File: src/rtl/remoper.sv
// Sign-magnitude remainder unit: registers sign(A) with |A| mod |B| one cycle after in_valid.
// The divisor sign is ignored; a zero divisor flags ZeroDiv and forces a zero magnitude.
module remoper #(
    parameter int MAG_W = 2
) (
    input  logic             clk,
    input  logic             rst,
    input  logic             in_valid,
    input  logic [MAG_W:0]   A,
    input  logic [MAG_W:0]   B,
    output logic             out_valid,
    output logic [MAG_W+2:0] R,
    output logic             ZeroDiv
);

    logic [MAG_W-1:0] magA;
    logic [MAG_W-1:0] magB;
    logic             signA;
    logic             unusedBSign;

    assign magA        = A[MAG_W-1:0];
    assign magB        = B[MAG_W-1:0];
    assign signA       = A[MAG_W];
    assign unusedBSign = B[MAG_W];

    // partRem[k] is the running remainder after k dividend bits (MSB first).
    // It is always below magB, so MAG_W bits suffice between stages.
    logic [MAG_W-1:0] partRem [0:MAG_W];

    assign partRem[0] = '0;

    genvar gi;
    generate
        for (gi = 0; gi < MAG_W; gi++) begin : g_stage
            logic [MAG_W:0]   shifted;
            logic [MAG_W-1:0] diff;
            logic             fits;

            assign shifted = {partRem[gi], magA[MAG_W-1-gi]};
            assign fits    = (shifted >= {1'b0, magB});
            // The difference is below magB whenever it is taken, so the low bits are exact.
            assign diff    = shifted[MAG_W-1:0] - magB;
            assign partRem[gi+1] = fits ? diff : shifted[MAG_W-1:0];
        end
    endgenerate

    logic             zeroDivNext;
    logic [MAG_W+2:0] rNext;

    always_comb begin
        zeroDivNext = (magB == '0);
        rNext       = '0;
        rNext[MAG_W+2] = signA;
        if (!zeroDivNext) begin
            rNext[MAG_W-1:0] = partRem[MAG_W];
        end
    end

    logic [MAG_W+2:0] rReg;
    logic             zeroDivReg;
    logic             outValidReg;

    always_ff @(posedge clk) begin
        if (rst) begin
            rReg        <= '0;
            zeroDivReg  <= 1'b0;
            outValidReg <= 1'b0;
        end else begin
            outValidReg <= in_valid;
            if (in_valid) begin
                rReg       <= rNext;
                zeroDivReg <= zeroDivNext;
            end
        end
    end

    assign R         = rReg;
    assign ZeroDiv   = zeroDivReg;
    assign out_valid = outValidReg;

endmodule

File: config.mk
export PLATFORM = sky130hd
export DESIGN_NAME = remoper
export DESIGN_NICKNAME = d
export VERILOG_FILES = /design/src/rtl/remoper.sv
export SDC_FILE = /design/constraint.sdc
export NUM_CORES = 1
export LEC_CHECK = 0
export CAP_MARGIN = 10
export CORE_AREA = 2 2 39 41
export CTS_CLUSTER_DIAMETER = 150
export DETAILED_ROUTE_END_ITERATION = 16
export DIE_AREA = 0 0 41 43
export MAX_ROUTING_LAYER = met4
export PLACE_DENSITY = 0.6
export SETUP_SLACK_MARGIN = 0.15
export SYNTH_ARGS = -nofsm -noshare
export SYNTH_HDL_FRONTEND = slang
export SYNTH_SLANG_ARGS = --single-unit
export TNS_END_PERCENT = 5
File: constraint.sdc
create_clock -name clk -period 3.4 [get_ports clk]
set_input_delay 0.85 -clock clk [delete_from_list [all_inputs] [get_ports clk]]
set_output_delay 0.85 -clock clk [all_outputs]
set_load 0.02 [all_outputs]
==> summary.txt, run 1 <==
The flow completed. The flow ran to the end, and the final reports show no timing, DRC or antenna violations. Instance count along the most critical hold path landed at 2. Final routed wire length divided by cell count landed at about 8.5 um.

By instance count after routing, the leading logic cell type is sky130_fd_sc_hd__clkdlybuf4s50_1. Final-report hold violation count landed at 0. In this run, power in combinational logic comes to roughly 0.057 mW. Setup slack on the worst reg-to-reg path comes out at roughly 2800 ps. The number of gates resized after CTS was 0. OpenROAD warning count landed at 27. Cell area after synthesis landed at 353 sq um. Switching part of the total landed at 0.273. The synthesis stat section lists a flop and latch total of 5. First-pass detailed-route iteration total landed at 3. According to the timing report, the arrival time at the worst endpoint equals 2920 ps. Across the whole layout, storage elements account for 100 sq um. Clock buffer count from CTS landed at 3.

Per the layout report, the design carries 12 non-clock buffers. Looking at the setup timing report, the critical path kind is input pin to register. The initial utilization of the core area, before any placement, comes to 0.255. The die covers 1760 sq um. Per the detail_route log, the uppermost layer with routed signals is met3. The launch point of the worst register-to-register path is recorded as ZeroDiv. Per STA, the worst path is made up of clkdlybuf4s50_1, ha_1, inv_1, ha_1, nand2b_1, a21oi_1, ha_1, a21oi_1, and2_1, o211ai_2.

Sequential share of power landed at 0.347. Met1 capacity usage during global routing landed at 0.126. Per the timing report, the biggest fanout along the worst path comes to 3. met2 track demand over resource after global routing is 0.113.

The final design was reported to hold multi-input combinational gates totalling 31. Share of synthesized cell area in full adder, half adder and majority cells landed at 0.142. The critical path ends at R[0].

For the clock group, total power comes out at 0.0662 mW. Hold buffer count at CTS landed at 0. Number of synthesized flops with an enable pin landed at 0.

The number of antenna violations at the first check in global routing is 0. The data required time reported for the critical path is roughly 3500 ps. Final setup violation count landed at 0. The global routing stage identified its most utilized layer as met1. Maximum level of the CTS H-tree landed at 1. Clock-pin slew was measured on the worst setup and hold paths at 40 ps. The leakage component of the power was reported as 0.225 nW.

Max capacitance violation total landed at 0. The flow reported a cell area power density of 371 nW/um^2. Pin placement for this block handled 16 I/O pins. For this design, the slowest cell found on the critical path is sky130_fd_sc_hd__clkdlybuf4s50_1.

Part of the total power dissipated in combinational logic landed at 0.301. In the post-route analysis, the smallest setup slack over all paths is slightly below 600 ps. Measured in cells, the most critical reg-to-reg path has a length of 2.
Figure 1. Cell placement (run 1).
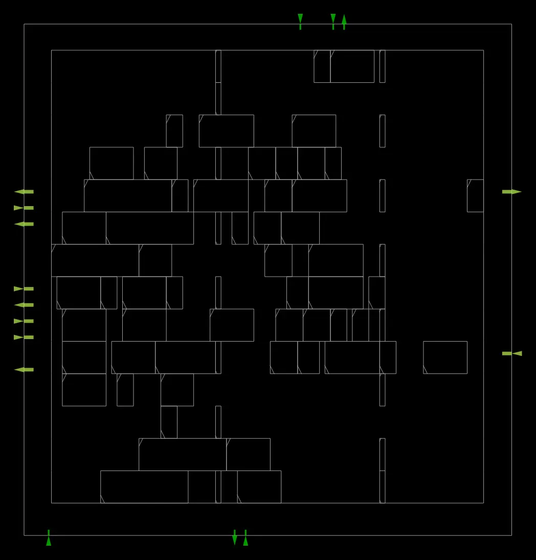
count of filler cells inserted in the layout: 152
number of rows created at floorplan: 14
floorplan core area: 1380 sq um
tally of non-filler cells in the final layout: 72

Figure 2. Ports around the boundary (run 1).
(12 px per um) Pins as bars across the die edge, other pins in gray.
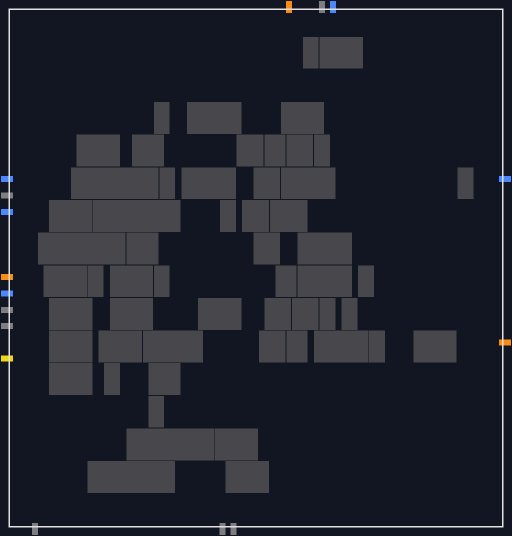
- blue: R (pins 5; direction output; edge 3 left, 1 top, 1 right)
- orange: A (pins 3; direction input; edge 1 top, 1 right, 1 left)
- yellow: ZeroDiv (pins 1; direction output; edge left)

Figure 3. M2 wires (run 1).
(8 px per um)
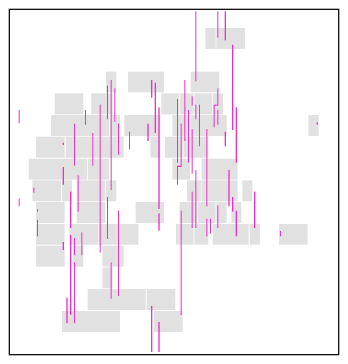
- longest straight run: 18.4 um
- nets with wire on the layer: 57
- wire length on this layer: 292 um

Figure 4. Supply network (run 1).
(12 px per um) Pins as bars on the die edge. Tap cells in gray.
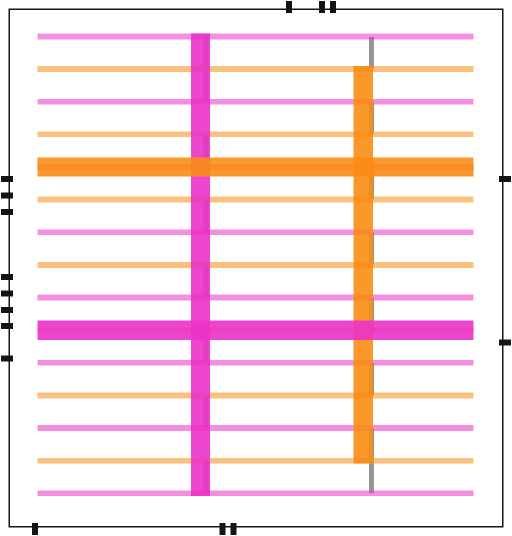

## Run 2: what changed since run 1
PLACE_DENSITY = 0.62   (was 0.6)
clock period = 2.3 ns   (was 3.4 ns; I/O delays follow)
Figure 5. Supply network (run 2).
(12 px per um) Pins as bars on the die edge. Tap cells in gray.
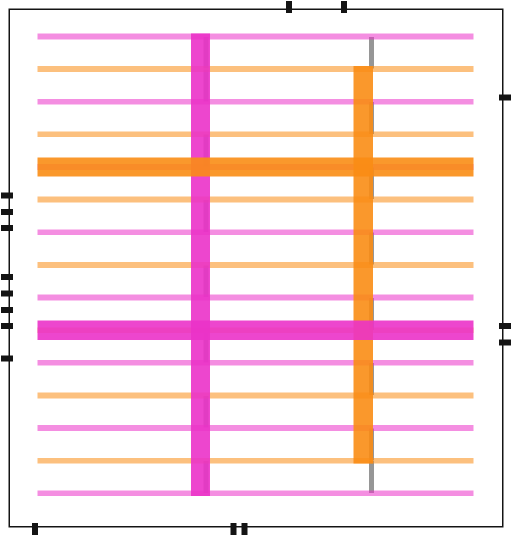
- magenta: VSS
- orange: VDD
- met1 rails: 15
- signal pins: 16
- met4 straps: 2
- tap cells: 16

==> run 2 against run 1 <==
  * Largest power group is now combinational logic
  * Routed wire length grew 24%
  * Combinational power increased by 140%
  * Setup slack got worse by 320 ps
  * First-iteration DRC count shrank 50%
  * Sequential cell count is the same
  * Largest cell class unchanged
  * Clock power rose by 49%
  * Final area increased by 26%
  * Sequential power up 48%
==> summary.txt, run 2 <==
The flow completed. The synthesized netlist occupies a cell area of 353 sq um. Max capacitance violation total landed at 0. Data arrival time of the worst path landed at 2140 ps. Instance count along the most critical hold path landed at 2. Static leakage power landed at 0.290 nW. Global-route total usage across every layer landed at 0.118. Signal routing reaches up to met4. The first detailed-routing pass ran for 2 iterations. The flow ran to the end, and the final reports show no timing, DRC or antenna violations.

The largest part of the power goes to combinational logic. The worst setup path is launched from an input pin. The floorplan step defined a die boundary enclosing around 1800 sq um. Data required time of the worst path landed at 2420 ps.

The logs give a warning total of 27. Multi-input combinational gate total landed at 31. Per the timing report, the most critical flop-to-flop path originates at ZeroDiv. Quantity of gates resized following cts landed at 12.

Power per cell area landed at 517 nW/um^2. Largest fanout on the critical path landed at 3. Clock buffer count from CTS landed at 3.

The cell sitting at the root of the clock tree is a sky130_fd_sc_hd__clkbuf_4. Latest clock arrival within the worst-skew pair landed at 240 ps. The flow inserted 16 tap cells.

Looking at the critical path, the single cell with the biggest stage delay is sky130_fd_sc_hd__ha_4. Final setup violation count landed at 0. In the floorplan report the effective utilization is 0.255. Power attributed to combinational cells landed at 0.137 mW.

Post-synthesis register bit count landed at 5. Met1 capacity usage during global routing landed at 0.132. Core box area landed at around 1400 sq um.

Number of synthesized flops with an enable pin landed at 0. The power report attributes to the clock group a share of 0.297. Sequential share of power landed at 0.291. The number of antenna violations at the first check in global routing came to 0. The report lists the number of standard-cell rows as 14. Storage element area landed at 100 sq um. Count of plain and timing-repair buffers landed at 22. Among cell families on the critical path, the largest total delay comes from adder cells. Synthesis produced 41 cells. Sequential share of cell area landed at 0.156. Once routing completed, OpenROAD measured the worst setup slack at 274 ps.

Listed in order, past its start point the critical path passes clkdlybuf4s15_1, inv_1, ha_2, inv_1, ha_2, nand2b_4, a21oi_4, ha_4, a21oi_4, and2_4, o211ai_2. Of the total power, combinational logic draws 0.412. Count of placed standard cells in the final layout, fillers left out landed at 82.

In the setup report, the worst path falls into the class input pin to register. CTS built an H-tree with a depth of 1. Number of fill cells landed at 151. Dividing the detail-routed wire length by the instance count gives 9.30 um. Final-report hold violation count landed at 0. In this run the worst setup path terminates at R[1]. During I/O placement, the number of pins put on the boundary was 16. In this run, the synthesized area fraction spent on adder and majority cells is recorded as 0.142. In the per-layer summary, the met1 wirelength comes to 315 um. The post-CTS hold buffer count recorded in the log is 0. Clock slew at the register clock pins of the worst setup and hold paths landed at 40 ps. The clock period could shrink to 2030 ps. Switching part of the total landed at 0.278.
Power and IR drop assume default switching activity.
